`config.mk`:
```
export PLATFORM = sky130hd
export DESIGN_NAME = imem_boot_loader
export DESIGN_NICKNAME = d
export VERILOG_FILES = /design/src/rtl/boot_pkg.sv /design/src/rtl/imem_boot_loader.sv
export SDC_FILE = /design/constraint.sdc
export NUM_CORES = 1
export LEC_CHECK = 0
export CAP_MARGIN = 20
export CORE_ASPECT_RATIO = 1.2
export CORE_MARGIN = 2
export CORE_UTILIZATION = 35
export CTS_CLUSTER_DIAMETER = 60
export DETAILED_ROUTE_END_ITERATION = 7
export MAX_ROUTING_LAYER = met4
export PLACE_DENSITY = 0.6
export RECOVER_POWER = 25
export REMOVE_ABC_BUFFERS = 1
export SYNTH_ARGS = -nofsm -noshare
export SYNTH_HDL_FRONTEND = slang
export SYNTH_SLANG_ARGS = --single-unit
```
`constraint.sdc`:
```
create_clock -name Clk -period 4.1 [get_ports Clk]
set_input_delay 0.615 -clock Clk [delete_from_list [all_inputs] [get_ports Clk]]
set_output_delay 0.615 -clock Clk [all_outputs]
set_load 0.01 [all_outputs]
```
`src/rtl/boot_pkg.sv`:
```
// Shared definitions for the instruction-memory boot loader: FSM encoding and stream framing.
package boot_pkg;

  typedef enum logic [2:0] {
    S_LEN0  = 3'd0,
    S_LEN1  = 3'd1,
    S_DATA  = 3'd2,
    S_CHECK = 3'd3,
    S_HOLD  = 3'd4,
    S_RUN   = 3'd5,
    S_ERR   = 3'd6
  } boot_state_e;

  localparam int BYTES_PER_WORD = 4;

endpackage

```
`src/rtl/imem_boot_loader.sv`:
```
// Byte-stream boot loader: assembles LE words into imem, verifies an XOR check byte,
// then releases the core's reset after a fixed hold.
module imem_boot_loader
  import boot_pkg::*;
#(
  parameter int ADDR_WIDTH  = 8,
  parameter int HOLD_CYCLES = 4
) (
  input  logic                  Clk,
  input  logic                  Reset,
  input  logic                  In_Valid,
  input  logic [7:0]            In_Data,
  output logic                  In_Ready,
  input  logic                  Reboot,
  output logic                  Imem_We,
  output logic [ADDR_WIDTH-1:0] Imem_Addr,
  output logic [31:0]           Imem_Wdata,
  output logic                  Proc_Reset,
  output logic                  Boot_Done,
  output logic                  Boot_Error
);

  // Word counter is one bit wider than the address so a full-capacity image is expressible.
  localparam int CW = ADDR_WIDTH + 1;
  localparam logic [CW-1:0] CAP = {1'b1, {ADDR_WIDTH{1'b0}}};

  boot_state_e           state_q, state_d;
  logic [1:0]            byte_cnt_q, byte_cnt_d;
  logic [CW-1:0]         word_cnt_q, word_cnt_d;
  logic [CW-1:0]         len_q, len_d;
  logic [7:0]            len_lo_q, len_lo_d;
  logic [7:0]            xor_q, xor_d;
  logic [23:0]           shift_q, shift_d;
  logic [7:0]            hold_cnt_q, hold_cnt_d;
  logic                  we_q, we_d;
  logic [ADDR_WIDTH-1:0] addr_q, addr_d;
  logic [31:0]           wdata_q, wdata_d;
  logic                  rdy_q, rdy_d;
  logic                  prst_q, prst_d;
  logic                  done_q, done_d;
  logic                  err_q, err_d;

  logic        take;
  logic [15:0] len_full;

  assign take     = In_Valid && rdy_q;
  assign len_full = {In_Data, len_lo_q};

  always_comb begin
    state_d    = state_q;
    byte_cnt_d = byte_cnt_q;
    word_cnt_d = word_cnt_q;
    len_d      = len_q;
    len_lo_d   = len_lo_q;
    xor_d      = xor_q;
    shift_d    = shift_q;
    hold_cnt_d = hold_cnt_q;
    we_d       = 1'b0;
    addr_d     = addr_q;
    wdata_d    = wdata_q;

    case (state_q)
      S_LEN0: begin
        if (take) begin
          len_lo_d = In_Data;
          state_d  = S_LEN1;
        end
      end
      S_LEN1: begin
        if (take) begin
          len_d = len_full[CW-1:0];
          if ({16'h0, len_full} > 32'(CAP)) state_d = S_ERR;
          else if (len_full == 16'h0)      state_d = S_CHECK;
          else                             state_d = S_DATA;
        end
      end
      S_DATA: begin
        if (take) begin
          shift_d    = {In_Data, shift_q[23:8]};
          xor_d      = xor_q ^ In_Data;
          byte_cnt_d = byte_cnt_q + 2'd1;
          if (byte_cnt_q == 2'(BYTES_PER_WORD - 1)) begin
            we_d       = 1'b1;
            addr_d     = word_cnt_q[ADDR_WIDTH-1:0];
            wdata_d    = {In_Data, shift_q};
            word_cnt_d = word_cnt_q + 1'b1;
            if (word_cnt_d == len_q) state_d = S_CHECK;
          end
        end
      end
      S_CHECK: begin
        if (take) begin
          hold_cnt_d = 8'd0;
          state_d    = (In_Data == xor_q) ? S_HOLD : S_ERR;
        end
      end
      S_HOLD: begin
        if (hold_cnt_q == 8'(HOLD_CYCLES - 1)) state_d = S_RUN;
        else hold_cnt_d = hold_cnt_q + 8'd1;
      end
      S_RUN, S_ERR: begin
        if (Reboot) begin
          state_d    = S_LEN0;
          byte_cnt_d = '0;
          word_cnt_d = '0;
          xor_d      = '0;
          shift_d    = '0;
        end
      end
      default: state_d = S_LEN0;
    endcase

    // Outputs are registered copies of next-state decode, so they line up with state_q.
    rdy_d  = (state_d == S_LEN0) || (state_d == S_LEN1) ||
             (state_d == S_DATA) || (state_d == S_CHECK);
    prst_d = (state_d != S_RUN);
    done_d = (state_d == S_RUN);
    err_d  = (state_d == S_ERR);
  end

  always_ff @(posedge Clk) begin
    if (!Reset) begin
      state_q    <= S_LEN0;
      byte_cnt_q <= '0;
      word_cnt_q <= '0;
      len_q      <= '0;
      len_lo_q   <= '0;
      xor_q      <= '0;
      shift_q    <= '0;
      hold_cnt_q <= '0;
      we_q       <= 1'b0;
      addr_q     <= '0;
      wdata_q    <= '0;
      rdy_q      <= 1'b1;
      prst_q     <= 1'b1;
      done_q     <= 1'b0;
      err_q      <= 1'b0;
    end else begin
      state_q    <= state_d;
      byte_cnt_q <= byte_cnt_d;
      word_cnt_q <= word_cnt_d;
      len_q      <= len_d;
      len_lo_q   <= len_lo_d;
      xor_q      <= xor_d;
      shift_q    <= shift_d;
      hold_cnt_q <= hold_cnt_d;
      we_q       <= we_d;
      addr_q     <= addr_d;
      wdata_q    <= wdata_d;
      rdy_q      <= rdy_d;
      prst_q     <= prst_d;
      done_q     <= done_d;
      err_q      <= err_d;
    end
  end

  assign In_Ready   = rdy_q;
  assign Imem_We    = we_q;
  assign Imem_Addr  = addr_q;
  assign Imem_Wdata = wdata_q;
  assign Proc_Reset = prst_q;
  assign Boot_Done  = done_q;
  assign Boot_Error = err_q;

endmodule
```
**Metal 3**

Scale: 2 px per um.
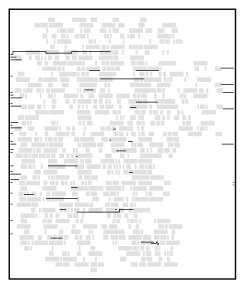
The wires run mostly horizontal. 44 nets have wire on it. The layer carries 284 um of wire. The layer holds 2.5% of the routed length. The longest straight run is 21.6 um.
grt met3 use: 3.389%
final wirelength: 11330 um
via count: 4051

**Clock network drawn from the DEF**

Scale: 3 px per um.
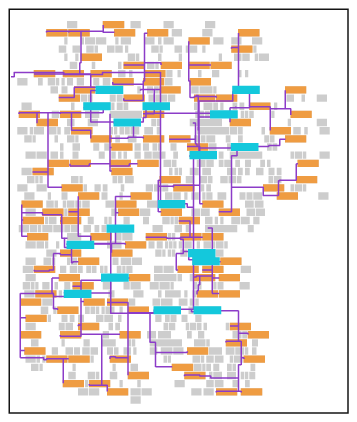
Cyan marks clock-net drivers, count 17. Purple marks clock wires, length 1520 um. Orange marks flip-flops, count 116.
Position of the flops: all over the die. There are 18 routed clock nets.

==> results.py <==
# Metrics from the implementation run
metrics = {
    "status": {
        "status": "finished clean",
    },
    "job": {
        "warning_count": 25,
        "drv_cap": 0,
    },
    "floorplanning": {
        "die-area_um2": 15070,
        "dieHeight_um": 134.1,
        "fp_util_pct": 35.86,
        "row_count": 47,
        "tap_cells": 171,
        "core_um2": 13760,
    },
    "cts": {
        "cts_max_path_buffers": 2,
        "cts_tree": "done",
        "insertion_delay_ns": 0.40,
        "clk_root_buffer_cell": "clkbuf_16",
        "cts_made_buffers": 17,
    },
    "finish": {
        "buffer_area_share_pct": 9.758,
        "num-nonclk-buffers": 64,
        "logic_area_um2": 2467,
        "area_delta_synth_final_pct": 27.84,
        "postLayoutCellArea_um2": 6309,
        "lay_top_count": "dfxtp_1",
        "instances_no_fill": 803,
        "largest_reg_flops": 32,
        "inv_count": 2,
        "flop-count": 116,
        "fillCellCount": 1380,
        "logic_gate_count": 419,
        "diodes": 0,
    },
    "logic_synthesis": {
        "synth_area_um2": 4935,
        "ys.flops": 116,
        "ys_warn_count": 0,
        "ys.flop_type": "dfxtp_1",
        "ys_sh_mux_pct": 2.054,
        "yosys.stat.seqShare_pct": 47.06,
        "yosys.area.top_type": "dfxtp_1",
        "adder_share_pct": 0.7606,
        "top_logic_kind": "simple AND/OR/NAND/NOR gates",
        "ys_cells": 574,
        "async_flop_share_pct": 0,
        "ys_sh_simple_pct": 23.15,
        "yosys-top-cells-count": "dfxtp_1 (116), nand2_1 (115), a21boi_0 (51), nor2_1 (35), nor2b_1 (35)",
    },
    "final_timing": {
        "fin_tns_setup_ns": 0,
        "rsz0062_at_grt": "no",
        "fin_skew_ns": 0.008038,
        "max_freq_ghz": 0.3878,
        "period_minus_slack_ns": 2.579,
        "setup_viol": 0,
    },
    "routing": {
        "first_pass_iters": 4,
        "wire_per_inst_um": 14.11,
        "top_layer": "met4",
        "via_per_inst": 5.045,
        "met1_length_um": 5294,
    },
    "global_routing": {
        "gr-max-usage-layer": "met2",
        "grt_max_degree": 53,
        "grt_first_pass_wirelength_um": 19010,
        "grtUsageMet1_pct": 19.16,
    },
    "pwr": {
        "finalPower_mw": 3.250,
        "pwr-share-clk_pct": 52.3,
        "power_frac_seq_pct": 38.1,
        "switchingPower_mw": 0.7413,
        "p_clk_mw": 1.70,
        "pwr-share-comb_pct": 9.6,
        "power.density_nw_per_um2": 515.2,
        "p_comb_mw": 0.311,
    },
    "placed_design": {
        "place.gp.congestion": 0.8488,
        "dp.cells": 772,
        "dpl_cell_area_um2": 5627,
        "hpwlAfterDp_um": 7604,
    },
    "critical_path": {
        "crit_path_start": "In_Valid",
        "critPathTopFamily": "simple AND/OR/NAND/NOR gates",
        "cp.arrival_ns": 2.86,
        "reg2reg_depth": 6,
        "r2r_start": "state_q[1]$_SDFF_PN0_",
        "worst-path-buf-inv": 2,
        "rrSetupSlack_ns": 1.56,
        "worst_ep_required_time_ns": 4.38,
    },
    "worst_hold_path": {
        "holdPathEnd": "Imem_Addr[2]$_SDFFE_PN0P_",
        "hp-start": "Imem_Addr[2]$_SDFFE_PN0P_",
        "hp-class": "reg -> reg",
    },
}
**Sequential cells grouped by signal name**

Scale: 2 px per um.
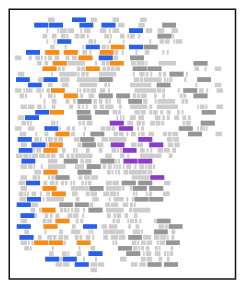
Orange marks `shift_q`, placed flops 24. Purple marks `len_q`, placed flops 9, where middle. Blue marks `Imem_Wdata`, placed flops 32.
Another 51 sequential cells are not coloured.
Finished Core Util: 45.84%
P_seq: 1.24 mW
register share of the cell area: 36.81%

**Metal layers overlaid**

Scale: 2 px per um.
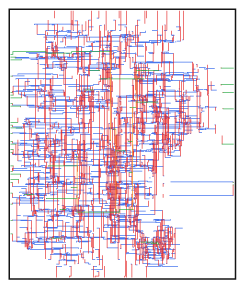
Green marks M3, wire length 284 um. Red marks M2, wire length 5570 um. Orange marks M4, wire length 182 um. Blue marks M1, wire length 5290 um.

Power is estimated from default activity; no workload was simulated.
